**src/rtl/uart_fifo_mapped.sv**
```systemverilog
// rtl/uart_fifo_mapped.sv - register-mapped UART with RX/TX FIFOs, programmable divisor and IRQ
module uart_fifo_mapped #(
  parameter int         DATA_WIDTH   = 8,
  parameter int         FIFO_ADDR_W  = 4,
  parameter logic [7:0] DIV_RESET    = 8'd15,
  parameter logic [2:0] COMPONENT_ID = 3'b000
) (
  input  logic                  clock,
  input  logic                  reset,
  input  logic                  cs,
  input  logic                  rd,
  input  logic                  wr,
  input  logic [1:0]            addr,
  input  logic [DATA_WIDTH-1:0] in_data,
  output logic [DATA_WIDTH-1:0] out_data,
  input  logic                  rx_in,
  output logic                  tx_out,
  output logic                  irq,
  output logic [2:0]            irq_id
);
  localparam int DEPTH = 1 << FIFO_ADDR_W;
  localparam logic [FIFO_ADDR_W:0] FULL_CNT = (FIFO_ADDR_W + 1)'(DEPTH);

  typedef enum logic [1:0] {TX_IDLE, TX_START, TX_DATA, TX_STOP} tx_state_t;
  typedef enum logic [1:0] {RX_IDLE, RX_START, RX_DATA, RX_STOP} rx_state_t;

  logic r_rd_q, r_wr_q;
  logic w_rd_lvl, w_wr_lvl, w_rd_acc, w_wr_acc, w_data_rd, w_data_wr, w_stat_wr;
  logic [2:0] r_ctrl;
  logic r_rx_flush, r_tx_flush;
  logic [7:0] r_div, r_out, w_div_eff, w_rx_half, w_status;
  logic r_tx_ovf, r_rx_ovr, r_frame_err, r_irq;

  logic [7:0] r_tx_mem [DEPTH];
  logic [FIFO_ADDR_W-1:0] r_tx_wp, r_tx_rp;
  logic [FIFO_ADDR_W:0] r_tx_cnt;
  logic w_tx_empty, w_tx_full, w_tx_push, w_tx_pop;

  logic [7:0] r_rx_mem [DEPTH];
  logic [FIFO_ADDR_W-1:0] r_rx_wp, r_rx_rp;
  logic [FIFO_ADDR_W:0] r_rx_cnt;
  logic w_rx_empty, w_rx_full, w_rx_push, w_rx_pop;

  tx_state_t r_tx_state;
  logic r_tx_out;
  logic [7:0] r_tx_tmr, r_tx_shift;
  logic [2:0] r_tx_bit;

  rx_state_t r_rx_state;
  logic r_rx_s1, r_rx_s2, r_rx_s3, r_rx_push_q;
  logic [7:0] r_rx_tmr, r_rx_shift, r_rx_byte;
  logic [2:0] r_rx_bit;

  // Accesses fire only on the first cycle a strobe is seen low with cs.
  assign w_rd_lvl  = ~cs & ~rd;
  assign w_wr_lvl  = ~cs & ~wr;
  assign w_rd_acc  = w_rd_lvl & ~r_rd_q;
  assign w_wr_acc  = w_wr_lvl & ~r_wr_q;
  assign w_data_rd = w_rd_acc & (addr == 2'd3);
  assign w_data_wr = w_wr_acc & (addr == 2'd3);
  assign w_stat_wr = w_wr_acc & (addr == 2'd0);

  assign w_div_eff = (r_div == 8'd0) ? 8'd1 : r_div;
  // Half-bit delay minus one, so the start bit is resampled (DIVISOR+1)/2 clocks after the edge.
  assign w_rx_half = (w_div_eff - 8'd1) >> 1;

  assign w_tx_empty = (r_tx_cnt == '0);
  assign w_tx_full  = (r_tx_cnt == FULL_CNT);
  assign w_rx_empty = (r_rx_cnt == '0);
  assign w_rx_full  = (r_rx_cnt == FULL_CNT);

  assign w_tx_push = w_data_wr & ~w_tx_full;
  assign w_tx_pop  = ~w_tx_empty & ~r_tx_flush &
                     ((r_tx_state == TX_IDLE) | ((r_tx_state == TX_STOP) & (r_tx_tmr == 8'd0)));
  assign w_rx_push = r_rx_push_q & ~w_rx_full;
  assign w_rx_pop  = w_data_rd & ~w_rx_empty;

  assign w_status = {(r_tx_state != TX_IDLE), r_tx_ovf, r_frame_err, r_rx_ovr,
                     w_tx_full, w_tx_empty, w_rx_full, ~w_rx_empty};

  assign out_data = r_out;
  assign tx_out   = r_tx_out;
  assign irq      = r_irq;
  assign irq_id   = COMPONENT_ID;

  always_ff @(posedge clock) begin
    if (!reset) begin
      r_rd_q     <= 1'b0;
      r_wr_q     <= 1'b0;
      r_out      <= 8'd0;
      r_ctrl     <= 3'd0;
      r_rx_flush <= 1'b0;
      r_tx_flush <= 1'b0;
      r_div      <= DIV_RESET;
      r_tx_ovf   <= 1'b0;
      r_irq      <= 1'b0;
    end else begin
      r_rd_q     <= w_rd_lvl;
      r_wr_q     <= w_wr_lvl;
      r_rx_flush <= 1'b0;
      r_tx_flush <= 1'b0;
      if (w_rd_acc) begin
        case (addr)
          2'd0: r_out <= w_status;
          2'd1: r_out <= {5'd0, r_ctrl};
          2'd2: r_out <= r_div;
          2'd3: r_out <= w_rx_empty ? 8'd0 : r_rx_mem[r_rx_rp];
        endcase
      end
      if (w_wr_acc) begin
        case (addr)
          2'd1: begin
            r_ctrl     <= in_data[2:0];
            r_rx_flush <= in_data[3];
            r_tx_flush <= in_data[4];
          end
          2'd2: r_div <= in_data;
          default: ;
        endcase
      end
      if (w_data_wr && w_tx_full)
        r_tx_ovf <= 1'b1;
      else if (w_stat_wr && in_data[6])
        r_tx_ovf <= 1'b0;
      r_irq <= (r_ctrl[0] & ~w_rx_empty) |
               (r_ctrl[1] & w_tx_empty & (r_tx_state == TX_IDLE)) |
               (r_ctrl[2] & (r_rx_ovr | r_frame_err | r_tx_ovf));
    end
  end

  always_ff @(posedge clock) begin
    if (w_tx_push) r_tx_mem[r_tx_wp] <= in_data;
    if (w_rx_push) r_rx_mem[r_rx_wp] <= r_rx_byte;
  end

  // Flush takes priority over any same-cycle push or pop.
  always_ff @(posedge clock) begin
    if (!reset || r_tx_flush) begin
      r_tx_wp  <= '0;
      r_tx_rp  <= '0;
      r_tx_cnt <= '0;
    end else begin
      if (w_tx_push) r_tx_wp <= r_tx_wp + 1'b1;
      if (w_tx_pop)  r_tx_rp <= r_tx_rp + 1'b1;
      if (w_tx_push && !w_tx_pop)      r_tx_cnt <= r_tx_cnt + 1'b1;
      else if (!w_tx_push && w_tx_pop) r_tx_cnt <= r_tx_cnt - 1'b1;
    end
  end

  always_ff @(posedge clock) begin
    if (!reset || r_rx_flush) begin
      r_rx_wp  <= '0;
      r_rx_rp  <= '0;
      r_rx_cnt <= '0;
    end else begin
      if (w_rx_push) r_rx_wp <= r_rx_wp + 1'b1;
      if (w_rx_pop)  r_rx_rp <= r_rx_rp + 1'b1;
      if (w_rx_push && !w_rx_pop)      r_rx_cnt <= r_rx_cnt + 1'b1;
      else if (!w_rx_push && w_rx_pop) r_rx_cnt <= r_rx_cnt - 1'b1;
    end
  end

  // Bit timers reload from the divisor at every bit boundary, so divisor changes land there.
  always_ff @(posedge clock) begin
    if (!reset) begin
      r_tx_state <= TX_IDLE;
      r_tx_out   <= 1'b1;
      r_tx_tmr   <= 8'd0;
      r_tx_bit   <= 3'd0;
      r_tx_shift <= 8'd0;
    end else begin
      case (r_tx_state)
        TX_IDLE: begin
          r_tx_out <= 1'b1;
          if (w_tx_pop) begin
            r_tx_shift <= r_tx_mem[r_tx_rp];
            r_tx_out   <= 1'b0;
            r_tx_tmr   <= w_div_eff;
            r_tx_state <= TX_START;
          end
        end
        TX_START: begin
          if (r_tx_tmr != 8'd0) r_tx_tmr <= r_tx_tmr - 8'd1;
          else begin
            r_tx_out   <= r_tx_shift[0];
            r_tx_tmr   <= w_div_eff;
            r_tx_bit   <= 3'd0;
            r_tx_state <= TX_DATA;
          end
        end
        TX_DATA: begin
          if (r_tx_tmr != 8'd0) r_tx_tmr <= r_tx_tmr - 8'd1;
          else begin
            r_tx_tmr <= w_div_eff;
            if (r_tx_bit == 3'd7) begin
              r_tx_out   <= 1'b1;
              r_tx_state <= TX_STOP;
            end else begin
              r_tx_shift <= r_tx_shift >> 1;
              r_tx_out   <= r_tx_shift[1];
              r_tx_bit   <= r_tx_bit + 3'd1;
            end
          end
        end
        TX_STOP: begin
          if (r_tx_tmr != 8'd0) r_tx_tmr <= r_tx_tmr - 8'd1;
          else if (w_tx_pop) begin
            r_tx_shift <= r_tx_mem[r_tx_rp];
            r_tx_out   <= 1'b0;
            r_tx_tmr   <= w_div_eff;
            r_tx_state <= TX_START;
          end else begin
            r_tx_state <= TX_IDLE;
          end
        end
        default: r_tx_state <= TX_IDLE;
      endcase
    end
  end

  always_ff @(posedge clock) begin
    if (!reset) begin
      r_rx_s1     <= 1'b1;
      r_rx_s2     <= 1'b1;
      r_rx_s3     <= 1'b1;
      r_rx_state  <= RX_IDLE;
      r_rx_tmr    <= 8'd0;
      r_rx_bit    <= 3'd0;
      r_rx_shift  <= 8'd0;
      r_rx_push_q <= 1'b0;
      r_rx_byte   <= 8'd0;
      r_rx_ovr    <= 1'b0;
      r_frame_err <= 1'b0;
    end else begin
      r_rx_s1     <= rx_in;
      r_rx_s2     <= r_rx_s1;
      r_rx_s3     <= r_rx_s2;
      r_rx_push_q <= 1'b0;
      if (w_stat_wr && in_data[4]) r_rx_ovr    <= 1'b0;
      if (w_stat_wr && in_data[5]) r_frame_err <= 1'b0;
      case (r_rx_state)
        RX_IDLE: begin
          if (r_rx_s3 && !r_rx_s2) begin
            r_rx_tmr   <= w_rx_half;
            r_rx_state <= RX_START;
          end
        end
        RX_START: begin
          if (r_rx_tmr != 8'd0) r_rx_tmr <= r_rx_tmr - 8'd1;
          else if (r_rx_s2) r_rx_state <= RX_IDLE;
          else begin
            r_rx_tmr   <= w_div_eff;
            r_rx_bit   <= 3'd0;
            r_rx_state <= RX_DATA;
          end
        end
        RX_DATA: begin
          if (r_rx_tmr != 8'd0) r_rx_tmr <= r_rx_tmr - 8'd1;
          else begin
            r_rx_shift <= {r_rx_s2, r_rx_shift[7:1]};
            r_rx_tmr   <= w_div_eff;
            if (r_rx_bit == 3'd7) r_rx_state <= RX_STOP;
            else                  r_rx_bit   <= r_rx_bit + 3'd1;
          end
        end
        RX_STOP: begin
          if (r_rx_tmr != 8'd0) r_rx_tmr <= r_rx_tmr - 8'd1;
          else begin
            r_rx_state <= RX_IDLE;
            if (!r_rx_s2)       r_frame_err <= 1'b1;
            else if (w_rx_full) r_rx_ovr    <= 1'b1;
            else begin
              r_rx_push_q <= 1'b1;
              r_rx_byte   <= r_rx_shift;
            end
          end
        end
        default: r_rx_state <= RX_IDLE;
      endcase
    end
  end

endmodule

```
**config.mk**
```make
export PLATFORM = sky130hd
export DESIGN_NAME = uart_fifo_mapped
export DESIGN_NICKNAME = d
export VERILOG_FILES = /design/src/rtl/uart_fifo_mapped.sv
export SDC_FILE = /design/constraint.sdc
export NUM_CORES = 1
export LEC_CHECK = 0
export ABC_CLOCK_PERIOD_IN_PS = 5450
export CORE_UTILIZATION = 31
export CTS_CLUSTER_SIZE = 24
export DETAILED_ROUTE_END_ITERATION = 10
export GPL_ROUTABILITY_DRIVEN = 0
export GPL_TIMING_DRIVEN = 0
export HOLD_SLACK_MARGIN = 0.03
export SYNTH_ARGS = -nofsm -noshare
export SYNTH_HDL_FRONTEND = slang
export SYNTH_SLANG_ARGS = --single-unit
```
**constraint.sdc**
```tcl
create_clock -name clock -period 5.45 [get_ports clock]
set_input_delay 1.09 -clock clock [delete_from_list [all_inputs] [get_ports clock]]
set_output_delay 1.09 -clock clock [all_outputs]
set_load 0.005 [all_outputs]
```
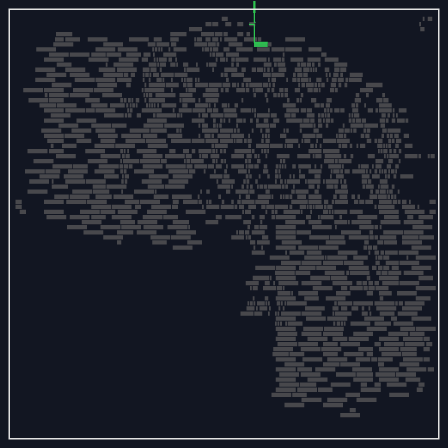
(images/io_fan.png)
| color | port | bits | direction | edge | end cells | wire |
|---|---|---|---|---|---|---|
| green | irq | 1 | output | top | 1 | 26.3 µm |

==> flow_summary.json <==
{
  "synthDistinctLibCells": 77,
  "drive_gt1_frac": 0.142,
  "synth_dominant_cell_count": "edfxtp_1",
  "warning_count": 43,
  "top_area_cell": "edfxtp_1",
  "end_kind": "flop",
  "worstMarginPinSlew_ns": 1.38,
  "io_buffer_count": 23,
  "rr_startpoint": "r_tx_tmr[0]",
  "common_cells": "edfxtp_1, dfxtp_1, nor2_1",
  "async_flop_share": 0,
  "row_count": 82,
  "crit_required_ns": 5.61,
  "root_buffer": "clkbuf_16",
  "cts.sinks": 372,
  "powerDensity_nw_per_um2": 425,
  "fp_util": 0.316,
  "comb_area_um2": 5640,
  "crit_fanout": 9,
  "total_power_w": 0.00795,
  "grt_antenna_before_repair": 1,
  "die_area_um2": 52500,
  "status": "completed",
  "dp_cells": 1853,
  "die_w_um": 229,
  "period_needed_ns": 4.02,
  "grt_usage": 0.143,
  "max_cap_viol_count": 0,
  "top_cell_area_share": 0.480,
  "wl_per_cell_um": 19.2,
  "grt_max_degree": 20,
  "peakVddDrop_uv": 273,
  "syn_avg_cell_area_um2": 13.9,
  "rr_endpoint": "r_tx_cnt[4]",
  "min_path_cells": 1,
  "regArea_um2": 10000,
  "leakage_nw": 6.24,
  "syn_area_um2": 16000,
  "cp-startpoint": "cs",
  "clk_path_buf_depth": 3,
  "hp-start": "r_rx_s1",
  "synthCells": 1154,
  "worstSetupPathDepth": 6,
  "synthFlopType": "edfxtp_1",
  "htreeDepth": 2,
  "critPathBufInv": 2,
  "firstDrtPassIters": 5,
  "fin_nets": 1280,
  "area_growth_syn_to_layout_pct": 16.8,
  "layout_top_cells": "edfxtp_1, dfxtp_1, nor2_1, mux4_2, nand2_1",
  "vias": 9743,
  "die_y_um": 229,
  "synth_stat.cells": 1154,
  "hpwlAfterDp_um": 25100,
  "fin_tns_setup_ns": 0,
  "overflow": 0,
  "clk_pin_slew_ns": 0.06,
  "coreArea_um2": 50600,
  "max_stage_delay_ns": 1.11,
  "clk-insertion-delay-late_ns": 0.56,
  "drcViolationCount": 0,
  "slowest_stage": "nor3_1",
  "finalSetupViolCount": 0,
  "cts_buffers": 41,
  "yosys_area_um2": 16000,
  "routed_wl_um": 37100,
  "dr.first_iter.drc_count": 691,
  "worstRegToRegCells": 14,
  "viasPerCell": 5.05,
  "synth_flops": 372,
  "fin_cells": 1929,
  "num_antenna_cells": 0,
  "holdBufCountCts": 0,
  "hold_path_class": "flop to flop",
  "finalCritPeriodShare": 0.737,
  "grt_first_pass_wirelength_um": 58000,
  "path_cells": "clkdlybuf4s50_1 > or3_1 > clkbuf_1 > a211oi_4 > nand2_1 > nor3_1",
  "hold_path_end": "r_rx_s2",
  "hold_viol_final": 0,
  "r2r_setup_slack_ns": 1.68,
  "synth-edff-count": 256,
  "crit_family": "simple AND/OR/NAND/NOR gates",
  "final_max_slew_viol_count": 0,
  "ant_nets": 0,
  "slew_headroom": 0.0699,
  "postCtsSetupBuffers": 0,
  "fmax_mhz": 249,
  "yosysSeqAreaShare": 0.625,
  "rsz0062_at_grt": "false",
  "cts_tree": "yes"
}
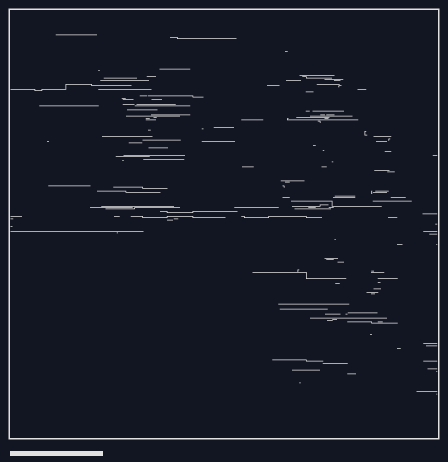
(images/layer_met3.png)
Bar = 50 µm.
longest straight run: 70.8 µm
nets with wire on the layer: 99

kinds of logic after synthesis:
family                     share of synthesized area
DFF                                            0.625
and+or+nand+nor                               0.0958
AOI/OAI and AO/OA                             0.0881
muxes                                          0.117
buffers and inverters                         0.0245
adders and majority gates                     0.0322
xor gates and xnor gates                      0.0170
other                                       0.000234
cell type report:
type	instances	area share
plain buffers	62	0.0145
clock buffers	56	0.0634
clock inverters	20	0.0200
inverters	32	0.00642
multi-input cells	690	0.302
flip-flops and latches	372	0.535
well taps	672	0.0450
repair buffers	25	0.0135
per-stage QoR:
stage / hold slack (ns) / area [µm²] / worst slack, ns / utilization
floorplan: 0.386 / 16000 / 1.89 / -
global placement: 0.391 / 17100 / 0.810 / 0.338
detailed placement: 0.396 / 17100 / 0.912 / 0.339
CTS: 0.431 / 18700 / 1.44 / 0.370
global route: 0.451 / 18700 / 1.32 / 0.370
finish: 0.420 / 18700 / 1.43 / 0.370
where the power goes:
group | internal, W | switching, W
registers | 0.00311 | 0.000112
clock network | 0.00201 | 0.00114
logic | 0.000661 | 0.000928
state kept, by name, summed over array words and instances, names as in the netlist, 2 cells and up, named ones only:
register and count:
r_rx_mem 128, r_tx_mem 128, out_data 8, r_div 8, r_rx_byte 8, r_rx_shift 8
r_rx_tmr 8, r_tx_shift 8, r_tx_tmr 8, r_rx_cnt 5, r_tx_cnt 5, r_rx_rp 4
r_rx_wp 4, r_tx_rp 4, r_tx_wp 4, r_ctrl 3, r_rx_bit 3, r_tx_bit 3
r_tx_state 2
routing by layer:
metal / track usage / up-vias / wire length [µm]
met1: 0.197 / 4863 / 17100
met3: 0.0237 / 56 / 1860
met4: 0.0408 / 2 / 696
met2: 0.230 / 254 / 17400
met5: 0 / - / 16
li1: - / 4568 / -
Power is estimated from default activity; no workload was simulated.
